### src/rtl/pipeline_hazard_ctrl_if.sv
// rtl/pipeline_hazard_ctrl_if.sv - hazard controller hookup: ID/EX fields in, pipeline register enables out
interface pipeline_hazard_ctrl_if #(
   parameter int REG_AW = 5,
   parameter int CNT_W  = 16
) ();
   logic [REG_AW-1:0] id_rs;
   logic [REG_AW-1:0] id_rt;
   logic              id_uses_rt;
   logic              ex_mem_read;
   logic [REG_AW-1:0] ex_rt;
   logic              ex_pc_src;
   logic              mem_req;
   logic              mem_ready;
   logic              pc_write;
   logic              if_id_write;
   logic              if_id_flush;
   logic              id_ex_flush;
   logic              id_ex_hold;
   logic              ex_mem_hold;
   logic [1:0]        state_o;
   logic              mem_timeout;
   logic [CNT_W-1:0]  stall_cnt;
   logic [CNT_W-1:0]  flush_cnt;

   modport master (
      output id_rs, id_rt, id_uses_rt, ex_mem_read, ex_rt, ex_pc_src, mem_req, mem_ready,
      input  pc_write, if_id_write, if_id_flush, id_ex_flush, id_ex_hold, ex_mem_hold,
             state_o, mem_timeout, stall_cnt, flush_cnt
   );

   modport slave (
      input  id_rs, id_rt, id_uses_rt, ex_mem_read, ex_rt, ex_pc_src, mem_req, mem_ready,
      output pc_write, if_id_write, if_id_flush, id_ex_flush, id_ex_hold, ex_mem_hold,
             state_o, mem_timeout, stall_cnt, flush_cnt
   );
endinterface

### src/rtl/pipeline_hazard_ctrl.sv
// rtl/pipeline_hazard_ctrl.sv - 5-stage pipeline hazard controller: load-use stall, branch flush, memory freeze
// Optional performance counters enabled by HAZARD_PERF_EN.
module pipeline_hazard_ctrl #(
   parameter int REG_AW      = 5,
   parameter int MEM_TIMEOUT = 16,
   parameter int CNT_W       = 16
) (
   input logic                   clk,
   input logic                   reset,
   pipeline_hazard_ctrl_if.slave hz
);
   typedef enum logic [1:0] {
      S_RUN      = 2'd0,
      S_STALL    = 2'd1,
      S_MEM_WAIT = 2'd2
   } state_e;

   localparam int                WAIT_W   = $clog2(MEM_TIMEOUT + 1);
   localparam logic [WAIT_W-1:0] WAIT_MAX = WAIT_W'(MEM_TIMEOUT);

   state_e            state_q, state_d;
   logic [WAIT_W-1:0] wait_q, wait_d;
   logic              timeout_q, timeout_d;
   logic              load_use;
   logic              mem_busy;
   logic              branch;
   logic              stall_evt;

   always_comb begin
      load_use = hz.ex_mem_read && (hz.ex_rt != {REG_AW{1'b0}}) &&
                 ((hz.ex_rt == hz.id_rs) || (hz.id_uses_rt && (hz.ex_rt == hz.id_rt)));
   end

   // Priority-resolved events of the current cycle: mem busy > branch > load-use.
   always_comb begin
      mem_busy  = 1'b0;
      branch    = 1'b0;
      stall_evt = 1'b0;
      case (state_q)
         S_MEM_WAIT: begin
            mem_busy  = !hz.mem_ready;
            branch    = hz.mem_ready && hz.ex_pc_src;
            stall_evt = hz.mem_ready && !hz.ex_pc_src && load_use;
         end
         S_STALL: begin
            mem_busy = hz.mem_req && !hz.mem_ready;
            branch   = !mem_busy && hz.ex_pc_src;
         end
         default: begin
            mem_busy  = hz.mem_req && !hz.mem_ready;
            branch    = !mem_busy && hz.ex_pc_src;
            stall_evt = !mem_busy && !hz.ex_pc_src && load_use;
         end
      endcase
   end

   always_ff @(posedge clk) begin
      if (reset) begin
         state_q   <= S_RUN;
         wait_q    <= '0;
         timeout_q <= 1'b0;
      end else begin
         state_q   <= state_d;
         wait_q    <= wait_d;
         timeout_q <= timeout_d;
      end
   end

   always_comb begin
      state_d   = state_q;
      wait_d    = '0;
      timeout_d = timeout_q;
      case (state_q)
         S_MEM_WAIT: begin
            if (mem_busy) begin
               state_d = S_MEM_WAIT;
               wait_d  = (wait_q == WAIT_MAX) ? wait_q : wait_q + 1'b1;
               if (wait_d == WAIT_MAX) begin
                  timeout_d = 1'b1;
               end
            end else begin
               state_d = stall_evt ? S_STALL : S_RUN;
            end
         end
         default: begin
            if (mem_busy) begin
               state_d = S_MEM_WAIT;
            end else if (stall_evt) begin
               state_d = S_STALL;
            end else begin
               state_d = S_RUN;
            end
         end
      endcase
   end

   always_comb begin
      hz.pc_write    = 1'b1;
      hz.if_id_write = 1'b1;
      hz.if_id_flush = 1'b0;
      hz.id_ex_flush = 1'b0;
      hz.id_ex_hold  = 1'b0;
      hz.ex_mem_hold = 1'b0;
      if (reset) begin
         hz.pc_write    = 1'b0;
         hz.if_id_write = 1'b0;
         hz.if_id_flush = 1'b1;
         hz.id_ex_flush = 1'b1;
      end else if (mem_busy) begin
         hz.pc_write    = 1'b0;
         hz.if_id_write = 1'b0;
         hz.id_ex_hold  = 1'b1;
         hz.ex_mem_hold = 1'b1;
      end else if (branch) begin
         hz.if_id_flush = 1'b1;
         hz.id_ex_flush = 1'b1;
      end else if (stall_evt) begin
         hz.pc_write    = 1'b0;
         hz.if_id_write = 1'b0;
         hz.id_ex_flush = 1'b1;
      end
   end

   assign hz.state_o     = state_q;
   assign hz.mem_timeout = timeout_q;

`ifdef HAZARD_PERF_EN
   logic [CNT_W-1:0] stall_cnt_q;
   logic [CNT_W-1:0] flush_cnt_q;

   always_ff @(posedge clk) begin
      if (reset) begin
         stall_cnt_q <= '0;
         flush_cnt_q <= '0;
      end else begin
         if (stall_evt && (stall_cnt_q != {CNT_W{1'b1}})) begin
            stall_cnt_q <= stall_cnt_q + 1'b1;
         end
         if (branch && (flush_cnt_q != {CNT_W{1'b1}})) begin
            flush_cnt_q <= flush_cnt_q + 1'b1;
         end
      end
   end

   assign hz.stall_cnt = stall_cnt_q;
   assign hz.flush_cnt = flush_cnt_q;
`else
   assign hz.stall_cnt = {CNT_W{1'b0}};
   assign hz.flush_cnt = {CNT_W{1'b0}};
`endif
endmodule

### src/flat_wrapper.sv
// flat-port wrapper written by rule: the top's interface ports become plain ports
module pipeline_hazard_ctrl_flat 
#(
   parameter int REG_AW      = 5,
   parameter int MEM_TIMEOUT = 16,
   parameter int CNT_W       = 16
)
  (clk, reset, hz_id_rs, hz_id_rt, hz_id_uses_rt, hz_ex_mem_read, hz_ex_rt, hz_ex_pc_src, hz_mem_req, hz_mem_ready, hz_pc_write, hz_if_id_write, hz_if_id_flush, hz_id_ex_flush, hz_id_ex_hold, hz_ex_mem_hold, hz_state_o, hz_mem_timeout, hz_stall_cnt, hz_flush_cnt);
  pipeline_hazard_ctrl_if #(.REG_AW(REG_AW), .CNT_W(CNT_W)) hz_i ();
  input logic clk;
  input logic reset;
  input wire logic [$bits(hz_i.id_rs)-1:0] hz_id_rs;
  input wire logic [$bits(hz_i.id_rt)-1:0] hz_id_rt;
  input wire logic [$bits(hz_i.id_uses_rt)-1:0] hz_id_uses_rt;
  input wire logic [$bits(hz_i.ex_mem_read)-1:0] hz_ex_mem_read;
  input wire logic [$bits(hz_i.ex_rt)-1:0] hz_ex_rt;
  input wire logic [$bits(hz_i.ex_pc_src)-1:0] hz_ex_pc_src;
  input wire logic [$bits(hz_i.mem_req)-1:0] hz_mem_req;
  input wire logic [$bits(hz_i.mem_ready)-1:0] hz_mem_ready;
  output wire logic [$bits(hz_i.pc_write)-1:0] hz_pc_write;
  output wire logic [$bits(hz_i.if_id_write)-1:0] hz_if_id_write;
  output wire logic [$bits(hz_i.if_id_flush)-1:0] hz_if_id_flush;
  output wire logic [$bits(hz_i.id_ex_flush)-1:0] hz_id_ex_flush;
  output wire logic [$bits(hz_i.id_ex_hold)-1:0] hz_id_ex_hold;
  output wire logic [$bits(hz_i.ex_mem_hold)-1:0] hz_ex_mem_hold;
  output wire logic [$bits(hz_i.state_o)-1:0] hz_state_o;
  output wire logic [$bits(hz_i.mem_timeout)-1:0] hz_mem_timeout;
  output wire logic [$bits(hz_i.stall_cnt)-1:0] hz_stall_cnt;
  output wire logic [$bits(hz_i.flush_cnt)-1:0] hz_flush_cnt;
  assign hz_i.id_rs = hz_id_rs;
  assign hz_i.id_rt = hz_id_rt;
  assign hz_i.id_uses_rt = hz_id_uses_rt;
  assign hz_i.ex_mem_read = hz_ex_mem_read;
  assign hz_i.ex_rt = hz_ex_rt;
  assign hz_i.ex_pc_src = hz_ex_pc_src;
  assign hz_i.mem_req = hz_mem_req;
  assign hz_i.mem_ready = hz_mem_ready;
  assign hz_pc_write = hz_i.pc_write;
  assign hz_if_id_write = hz_i.if_id_write;
  assign hz_if_id_flush = hz_i.if_id_flush;
  assign hz_id_ex_flush = hz_i.id_ex_flush;
  assign hz_id_ex_hold = hz_i.id_ex_hold;
  assign hz_ex_mem_hold = hz_i.ex_mem_hold;
  assign hz_state_o = hz_i.state_o;
  assign hz_mem_timeout = hz_i.mem_timeout;
  assign hz_stall_cnt = hz_i.stall_cnt;
  assign hz_flush_cnt = hz_i.flush_cnt;
  pipeline_hazard_ctrl #(.REG_AW(REG_AW), .MEM_TIMEOUT(MEM_TIMEOUT), .CNT_W(CNT_W)) u_core (.clk(clk), .reset(reset), .hz(hz_i));
endmodule
### config.mk
export PLATFORM = sky130hd
export DESIGN_NAME = pipeline_hazard_ctrl_flat
export DESIGN_NICKNAME = d
export VERILOG_FILES = /design/src/rtl/pipeline_hazard_ctrl_if.sv /design/src/rtl/pipeline_hazard_ctrl.sv /design/src/flat_wrapper.sv
export SDC_FILE = /design/constraint.sdc
export NUM_CORES = 1
export LEC_CHECK = 0
export CORE_ASPECT_RATIO = 1.75
export CORE_MARGIN = 2
export CORE_UTILIZATION = 36
export CTS_CLUSTER_DIAMETER = 50
export CTS_CLUSTER_SIZE = 10
export DETAILED_ROUTE_END_ITERATION = 8
export GPL_TIMING_DRIVEN = 1
export PLACE_DENSITY = 0.88
export SLEW_MARGIN = 20
export SYNTH_ARGS = -nofsm -noshare
export SYNTH_HDL_FRONTEND = slang
export SYNTH_SLANG_ARGS = --single-unit
### constraint.sdc
create_clock -name clk -period 2.5 [get_ports clk]
set_clock_uncertainty 0.1 [all_clocks]
set_input_delay 0.25 -clock clk [delete_from_list [all_inputs] [get_ports clk]]
set_output_delay 0.25 -clock clk [all_outputs]
set_load 0.05 [all_outputs]
==> summary.txt <==
Results of the implementation run.

The count of nets after finishing is roughly 160. The path with the worst hold slack has its endpoint at u_core.hz.mem_timeout$_SDFFE_PP0P_. The average instance area after synthesis came out at 8.28 um^2. The overall die size recorded for this design is roughly 2700 um^2. The data required time at the worst endpoint is roughly 2200 ps. Counting flops with a built-in enable in the synthesized netlist gives 0. Post-synth the commonest register cell is sky130_fd_sc_hd__dfxtp_1. The detailed-route vias per instance is ~4.6. The floorplan step defined a core boundary enclosing between 2000 and 2500 um^2. The count of state elements after synthesis came out at 8. The area of the mapped netlist came out at about 830 um^2. The minimum setup slack among reg-to-reg paths is 820 ps. The floorplan report gives the top-level pin count as between 60 and 70.

The wire length of the first global-routing pass is between 2000 and 3000 um. The H-tree depth is 1. The xor and xnor fraction of the mapped netlist area came out at between 10% and 20%.

The slew check shows that the tightest pin keeps a relative margin of 66.2%. TritonCTS built the clock tree. Subtracting the final worst setup slack from the clock period gives roughly 2300 ps. Per the hold report, the tightest min-delay path originates at u_core.hz.mem_timeout$_SDFFE_PP0P_.

The number of hold-repair buffers added at the cts stage came out at 0. The total tool warning count came out at 27. The run finished with clean final reports. The worst setup path is launched from an input pin. The setup total negative slack is 0 ps.

The depth of the most critical reg-to-reg path came out at 6. The detailed placer's ending HPWL came out at between 1000 and 1500 um. The peak supply drop came out at ~0.26 mV. The count of cell types in the netlist is 30. The number of cells on the worst hold path came out at 2. The number of global-route vias before repair is 670. The remaining routing DRC violations came out at 0.

The fraction of layout cells with a size suffix above 1 is under 10%. The count of antenna diodes in the layout is 0. Total power normalized to cell area comes to about 470 nW/um^2. The post-synthesis cell count from yosys came out at 100.

The fraction of synthesized area in multiplexers came out at around 1.2%. The share of the clock period used by the worst path came out at slightly above 90%. In the floorplan report the effective utilization is a little under two fifths. For this run, asynchronously set or reset flops after synthesis account for 0%.

The final weighted congestion in routability-driven placement came out at about 0.73. At the pin with the least slew margin, the transition time is roughly 500 ps. The worst hold slack after final layout is around 410 ps. The area share of fa/ha/maj cells after synthesis came out at a little over 3%. The number of buffers inserted during clock tree synthesis came out at 3.

The die boundary width came out at about 40 um. The skew report gives the latency at the later pin of the worst-skew pair as between 200 and 250 ps. The number of detailed-routing iterations run before antenna repair came out at 4. The number of antenna violations at the first check in global routing is 0. Setup repair after global routing left no endpoint under its margin. The area growth from synthesis to final layout is 29.6%. The violation count after the first detailed-route iteration is 20. The count of buffers from port buffering came out at 30. The number of setup violations in the final report came out at 0. The final-report hold violation count came out at 0.

The path type of the worst setup path is in -> out. The die height is between 60 and 70 um. The worst min-delay path category is reg -> reg.
[registers in the layout (all words and copies together), names as in the netlist]
| name | cells |
|---|---|
| u_core.hz.state_o | 2 |
| u_core.wait_q | 5 |
| u_core.hz.mem_timeout | 1 |
[cells in the final DEF (no fill, tap or decap), drive strengths merged, types with 3 or more instances in the layout]
cell	synthesis	routed
conb	1	32
clkdlybuf4s50	0	24
xor2	11	11
nor2	10	10
dfxtp	8	8
buf	35	6
nor3	4	4
clkbuf	0	3
[Yosys cell counts, types with 2 or more instances]
cell type / count / share of area (%)
sky130_fd_sc_hd__nor3_1: 4 / 2.4
sky130_fd_sc_hd__inv_1: 2 / 0.91
sky130_fd_sc_hd__nor3b_1: 2 / 1.8
sky130_fd_sc_hd__nor4_1: 2 / 1.5
sky130_fd_sc_hd__buf_4: 34 / 31
sky130_fd_sc_hd__xnor2_1: 2 / 2.1
sky130_fd_sc_hd__o21bai_1: 2 / 1.8
sky130_fd_sc_hd__xor2_1: 11 / 12
sky130_fd_sc_hd__nor2b_1: 2 / 1.5
sky130_fd_sc_hd__nand2b_1: 2 / 1.5
sky130_fd_sc_hd__nor2_1: 10 / 4.5
sky130_fd_sc_hd__ha_1: 2 / 3.0
sky130_fd_sc_hd__dfxtp_1: 8 / 19
[per-stage QoR]
stage	util [%]	setup slack [ps]	instance area (um^2)
detailed placement	46.0	218	1030
floorplan	-	105	945
CTS	47.8	218	1070
finish	47.8	225	1070
global placement	46.0	245	1030
global route	47.8	177	1070
[power breakdown]
part	internal, mW	switching (mW)	leakage, nW	total (mW)
registers	0.129	0.00109	0.0646	0.131
logic	0.0612	0.160	0.396	0.221
clock network	0.104	0.0460	0.0216	0.150
[worst max path at each step]
stage	slack, ps	cells past startpoint	to	start
6_report	220	5	hz_if_id_write	hz_ex_rt[1]
5_1_grt	180	5	hz_pc_write	hz_ex_rt[1]
4_1_cts	220	5	hz_if_id_write	hz_ex_rt[1]
3_5_place_dp	220	5	hz_if_id_write	hz_ex_rt[1]
3_3_place_gp	240	5	hz_if_id_write	hz_ex_rt[1]
2_1_floorplan	100	4	hz_id_ex_hold	u_core.hz.state_o[1]$_SDFF_PP0_
[routing by layer]
layer  GRT usage, %  vias up  part of all wire (%)
met2           26.0       56                    60
met3           3.29        5                    10
li1               -      326                     -
met5              0        -                     0
met4           6.25        0                   1.4
met1           11.9      315                    28
[cell type report]
| cell class | instances | area, um^2 |
|---|---|---|
| Fill cell | 208 | 1170 |
| Multi-Input combinational cell | 86 | 510 |
| Timing Repair Buffer | 30 | 323 |
| Sequential cell | 8 | 160 |
| Clock buffer | 3 | 41.3 |
| Tap cell | 25 | 31.3 |
| Inverter | 2 | 7.51 |
[critical path, stage by stage]
cell	delay [ps]
sky130_fd_sc_hd__clkdlybuf4s50_1	470
sky130_fd_sc_hd__or4_4	570
sky130_fd_sc_hd__o211ai_2	190
sky130_fd_sc_hd__o21ba_1	280
sky130_fd_sc_hd__buf_12	170
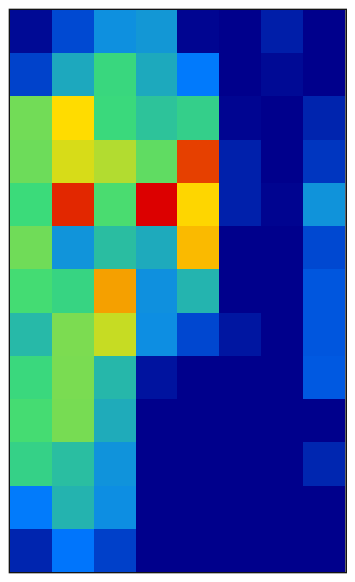
**Above:** routed metal per tile.
The die is cut into 8 by 13 equal tiles; dark blue is low, red is high, scaled to the fullest tile. Values are wire area over tile area, all layers added.
fullest tile = 0.41
mean over tiles = 0.11
nearly empty tiles = 35%
tiles over half the peak = 19%
densest ninth of the die = west
GRT Resource Usage Total: 13.5%
Vias: 702
total wirelength of the detailed-routed design: 1690 um

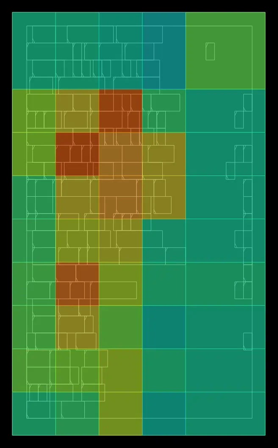
**Above:** routing congestion.
global routing usage on met1: 11.9%
met2 global-route usage: 26.0%
wire length per cell after detailed routing: 11.0 um
Final Util: 47.8%
busiest layer in global routing: met2

Power figures rest on the tool's default switching activity, not on a simulated workload.
